Fig. 1: PDN straps and rails
Pins as bars on the die edge. Tap cells in grey.
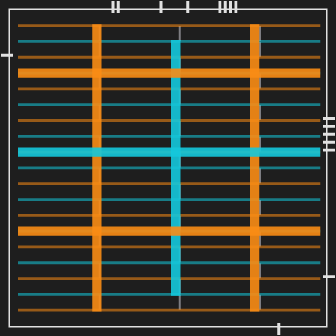
Fig. 2: cells coloured by class
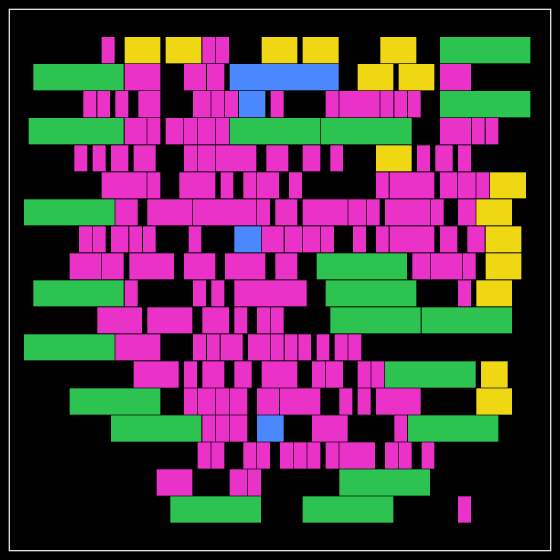
### config.mk
export PLATFORM = sky130hd
export DESIGN_NAME = nv_reset_seq
export DESIGN_NICKNAME = d
export VERILOG_FILES = /design/src/rtl/nv_reset_seq_pkg.sv /design/src/rtl/nv_reset_seq_cnt.sv /design/src/rtl/nv_reset_seq.sv
export SDC_FILE = /design/constraint.sdc
export NUM_CORES = 1
export LEC_CHECK = 0
export ABC_AREA = 1
export CAP_MARGIN = 20
export CORE_UTILIZATION = 50
export DETAILED_ROUTE_END_ITERATION = 12
export PLACE_DENSITY_LB_ADDON = 0.3
export SYNTH_ARGS = -nofsm -noshare
export SYNTH_HDL_FRONTEND = slang
export SYNTH_SLANG_ARGS = --single-unit
### constraint.sdc
create_clock -name clk -period 3.35 [get_ports clk]
set_input_delay 0.335 -clock clk [delete_from_list [all_inputs] [get_ports clk]]
set_output_delay 0.335 -clock clk [all_outputs]
set_load 0.02 [all_outputs]
### src/rtl/nv_reset_seq_pkg.sv
// Shared types and default timing constants for the per-domain reset sequencer.
package nv_reset_seq_pkg;

  typedef enum logic [1:0] {
    ST_HOLD    = 2'd0,
    ST_RELEASE = 2'd1,
    ST_RUN     = 2'd2,
    ST_QUIESCE = 2'd3
  } seq_state_e;

  localparam int DEF_NUM_DOM     = 4;
  localparam int DEF_CNT_W       = 8;
  localparam int DEF_ASSERT_HOLD = 8;
  localparam int DEF_REL_GAP     = 16;
  localparam int DEF_QTO         = 255;

endpackage

### src/rtl/nv_reset_seq_cnt.sv
// Loadable up-counter with clear and terminal-count compare; shared by the
// hold, release-gap and quiesce-timeout phases of nv_reset_seq.
module nv_reset_seq_cnt
  import nv_reset_seq_pkg::*;
#(
  parameter int CNT_W = DEF_CNT_W
) (
  input  logic             clk,
  input  logic             reset_,
  input  logic             clr_i,
  input  logic             load_i,
  input  logic [CNT_W-1:0] load_val_i,
  input  logic             inc_i,
  input  logic [CNT_W-1:0] tc_val_i,
  output logic             tc_o
);

  logic [CNT_W-1:0] cnt_q;

  // Clear wins over load, load wins over increment.
  always_ff @(posedge clk or negedge reset_) begin
    if (!reset_) begin
      cnt_q <= '0;
    end else if (clr_i) begin
      cnt_q <= '0;
    end else if (load_i) begin
      cnt_q <= load_val_i;
    end else if (inc_i) begin
      cnt_q <= cnt_q + CNT_W'(1);
    end else begin
      cnt_q <= cnt_q;
    end
  end

  assign tc_o = (cnt_q == tc_val_i);

endmodule

### src/rtl/nv_reset_seq.sv
// Per-domain reset sequencer with soft-reset req/ack handshake.
// Optional quiesce timeout enabled by defining NV_RESET_SEQ_QTO_EN.
module nv_reset_seq
  import nv_reset_seq_pkg::*;
#(
  parameter int NUM_DOM     = DEF_NUM_DOM,
  parameter int CNT_W       = DEF_CNT_W,
  parameter int ASSERT_HOLD = DEF_ASSERT_HOLD,
  parameter int REL_GAP     = DEF_REL_GAP,
  parameter int QTO         = DEF_QTO
) (
  input  logic               clk,
  input  logic               reset_,
  input  logic               test_mode,
  input  logic               sw_rst_req,
  output logic               sw_rst_ack,
  input  logic [NUM_DOM-1:0] dom_idle,
  output logic [NUM_DOM-1:0] dom_reset_,
  output logic               seq_busy,
  output logic               seq_done,
  output logic               qto_flag
);

  localparam int IDX_W = (NUM_DOM > 1) ? $clog2(NUM_DOM) : 1;
  localparam logic [IDX_W-1:0] LAST_IDX = IDX_W'(NUM_DOM - 1);
  localparam logic [CNT_W-1:0] HOLD_TC  = CNT_W'(ASSERT_HOLD - 1);
  localparam logic [CNT_W-1:0] GAP_TC   = CNT_W'(REL_GAP - 1);
  localparam logic [CNT_W-1:0] QTO_TC   = CNT_W'(QTO - 1);

  seq_state_e         state_q;
  logic [IDX_W-1:0]   idx_q;
  logic [NUM_DOM-1:0] dom_q;
  logic               ack_q;
  logic               busy_q;
  logic               done_q;
  logic               sw_flag_q;
`ifdef NV_RESET_SEQ_QTO_EN
  logic               qto_q;
`endif

  logic               all_idle;
  logic               cnt_clr;
  logic               cnt_tc;
  logic [CNT_W-1:0]   cnt_tc_val;

  assign all_idle = &dom_idle;

  // Counter is parked at zero whenever it is not timing a phase, so every
  // phase starts counting from a clean zero.
  always_comb begin
    cnt_clr    = 1'b1;
    cnt_tc_val = HOLD_TC;
    case (state_q)
      ST_HOLD: begin
        cnt_tc_val = HOLD_TC;
        cnt_clr    = cnt_tc;
      end
      ST_RELEASE: begin
        cnt_tc_val = GAP_TC;
        cnt_clr    = cnt_tc;
      end
      ST_RUN: begin
        cnt_tc_val = HOLD_TC;
        cnt_clr    = 1'b1;
      end
      ST_QUIESCE: begin
        cnt_tc_val = QTO_TC;
`ifdef NV_RESET_SEQ_QTO_EN
        cnt_clr    = all_idle | cnt_tc;
`else
        cnt_clr    = 1'b1;
`endif
      end
      default: begin
        cnt_tc_val = HOLD_TC;
        cnt_clr    = 1'b1;
      end
    endcase
  end

  nv_reset_seq_cnt #(
    .CNT_W(CNT_W)
  ) u_cnt (
    .clk       (clk),
    .reset_    (reset_),
    .clr_i     (cnt_clr),
    .load_i    (1'b0),
    .load_val_i({CNT_W{1'b0}}),
    .inc_i     (1'b1),
    .tc_val_i  (cnt_tc_val),
    .tc_o      (cnt_tc)
  );

  // Sequencer FSM with registered outputs.
  always_ff @(posedge clk or negedge reset_) begin
    if (!reset_) begin
      state_q   <= ST_HOLD;
      idx_q     <= '0;
      dom_q     <= '0;
      ack_q     <= 1'b0;
      busy_q    <= 1'b1;
      done_q    <= 1'b0;
      sw_flag_q <= 1'b0;
`ifdef NV_RESET_SEQ_QTO_EN
      qto_q     <= 1'b0;
`endif
    end else begin
      case (state_q)
        ST_HOLD: begin
          if (cnt_tc) begin
            idx_q   <= '0;
            dom_q   <= NUM_DOM'(1);
            state_q <= ST_RELEASE;
          end
        end
        ST_RELEASE: begin
          if (cnt_tc) begin
            if (idx_q != LAST_IDX) begin
              idx_q <= idx_q + IDX_W'(1);
              dom_q <= dom_q | (NUM_DOM'(2) << idx_q);
            end else begin
              state_q <= ST_RUN;
              done_q  <= 1'b1;
              busy_q  <= 1'b0;
              if (sw_flag_q) begin
                ack_q     <= 1'b1;
                sw_flag_q <= 1'b0;
              end
            end
          end
        end
        ST_RUN: begin
          if (sw_rst_req && !ack_q) begin
            state_q <= ST_QUIESCE;
            done_q  <= 1'b0;
            busy_q  <= 1'b1;
          end else if (ack_q && !sw_rst_req) begin
            ack_q <= 1'b0;
          end
        end
        ST_QUIESCE: begin
          if (all_idle) begin
            dom_q     <= '0;
            sw_flag_q <= 1'b1;
            state_q   <= ST_HOLD;
          end
`ifdef NV_RESET_SEQ_QTO_EN
          else if (cnt_tc) begin
            // Give up waiting for idle; the handshake still completes.
            dom_q     <= '0;
            sw_flag_q <= 1'b1;
            qto_q     <= 1'b1;
            state_q   <= ST_HOLD;
          end
`endif
        end
        default: begin
          state_q <= ST_HOLD;
        end
      endcase
    end
  end

  assign dom_reset_ = test_mode ? {NUM_DOM{reset_}} : dom_q;
  assign sw_rst_ack = ack_q;
  assign seq_busy   = busy_q;
  assign seq_done   = done_q;
`ifdef NV_RESET_SEQ_QTO_EN
  assign qto_flag   = qto_q;
`else
  assign qto_flag   = 1'b0;
`endif

endmodule

==> results.py <==
# Synthesis and PnR figures
metrics = {
    "layout": {
        "final_nets": 210,
        "lay_top_cells": "nand2_1 (40), inv_1 (20), dfrtp_1 (19), nor2_1 (14), clkdlybuf4s50_1 (14)",
        "diodes": 0,
        "n_fill_cell": 220,
        "logic_area_um2": 764,
    },
    "cts": {
        "cts-root-buf": "clkbuf_4",
        "cts.path.max_buffers": 2,
        "cts_tree": "done",
    },
    "place": {
        "placed_cell_area_mm2": 0.00155,
    },
    "grt": {
        "grt_pass1_wl_um": 4060,
        "met1_usage_pct": 26.0,
        "grt_use_total_pct": 19.5,
    },
    "outcome": {
        "status": "finished, final reports clean",
    },
    "synthesis": {
        "ys_cells": 171,
        "syn_avg_cell_area_um2": 8.02,
        "ys_dominant_reg_cell": "dfrtp_1",
        "ys_seq_share_pct": 36.6,
        "edf_count": 0,
    },
    "worst_setup_path": {
        "worst-endpoint-required_ps": 3010,
        "worstSetupPathType": "primary input to output port",
        "worst-r2r-setup-slack_ps": 1640,
        "cp.depth": 4,
    },
    "drt": {
        "route.met3.wl_um": 58,
    },
    "timing": {
        "rsz0062_at_grt": "false",
        "final.period_utilization_pct": 59.8,
    },
    "floorplanning": {
        "taps": 30,
    },
}
Back to the opening pictures, Fig. 1:
- orange: VSS
- cyan: VDD
- rows: 18
- met4 straps: 3
- met5 straps: 3
- met1 rails: 19
DIE WIDTH: 54.4 µm
Die Y: 54.4 µm
Worst VDD drop: 232 µV

Back to the opening pictures, Fig. 2:
- magenta: combinational and other logic (cells 150; share of their area 55%)
- green: flops (cells 20; share of their area 32%)
- blue: clock drivers and dummy loads (cells 4; share of their area 3.4%)
- yellow: other buffers and delay cells (cells 15; share of their area 9.4%)
sequential cell area share: 31.3%
core area: 0.00254 mm²
Layout Utilization: 62.9%
row cnt: 18

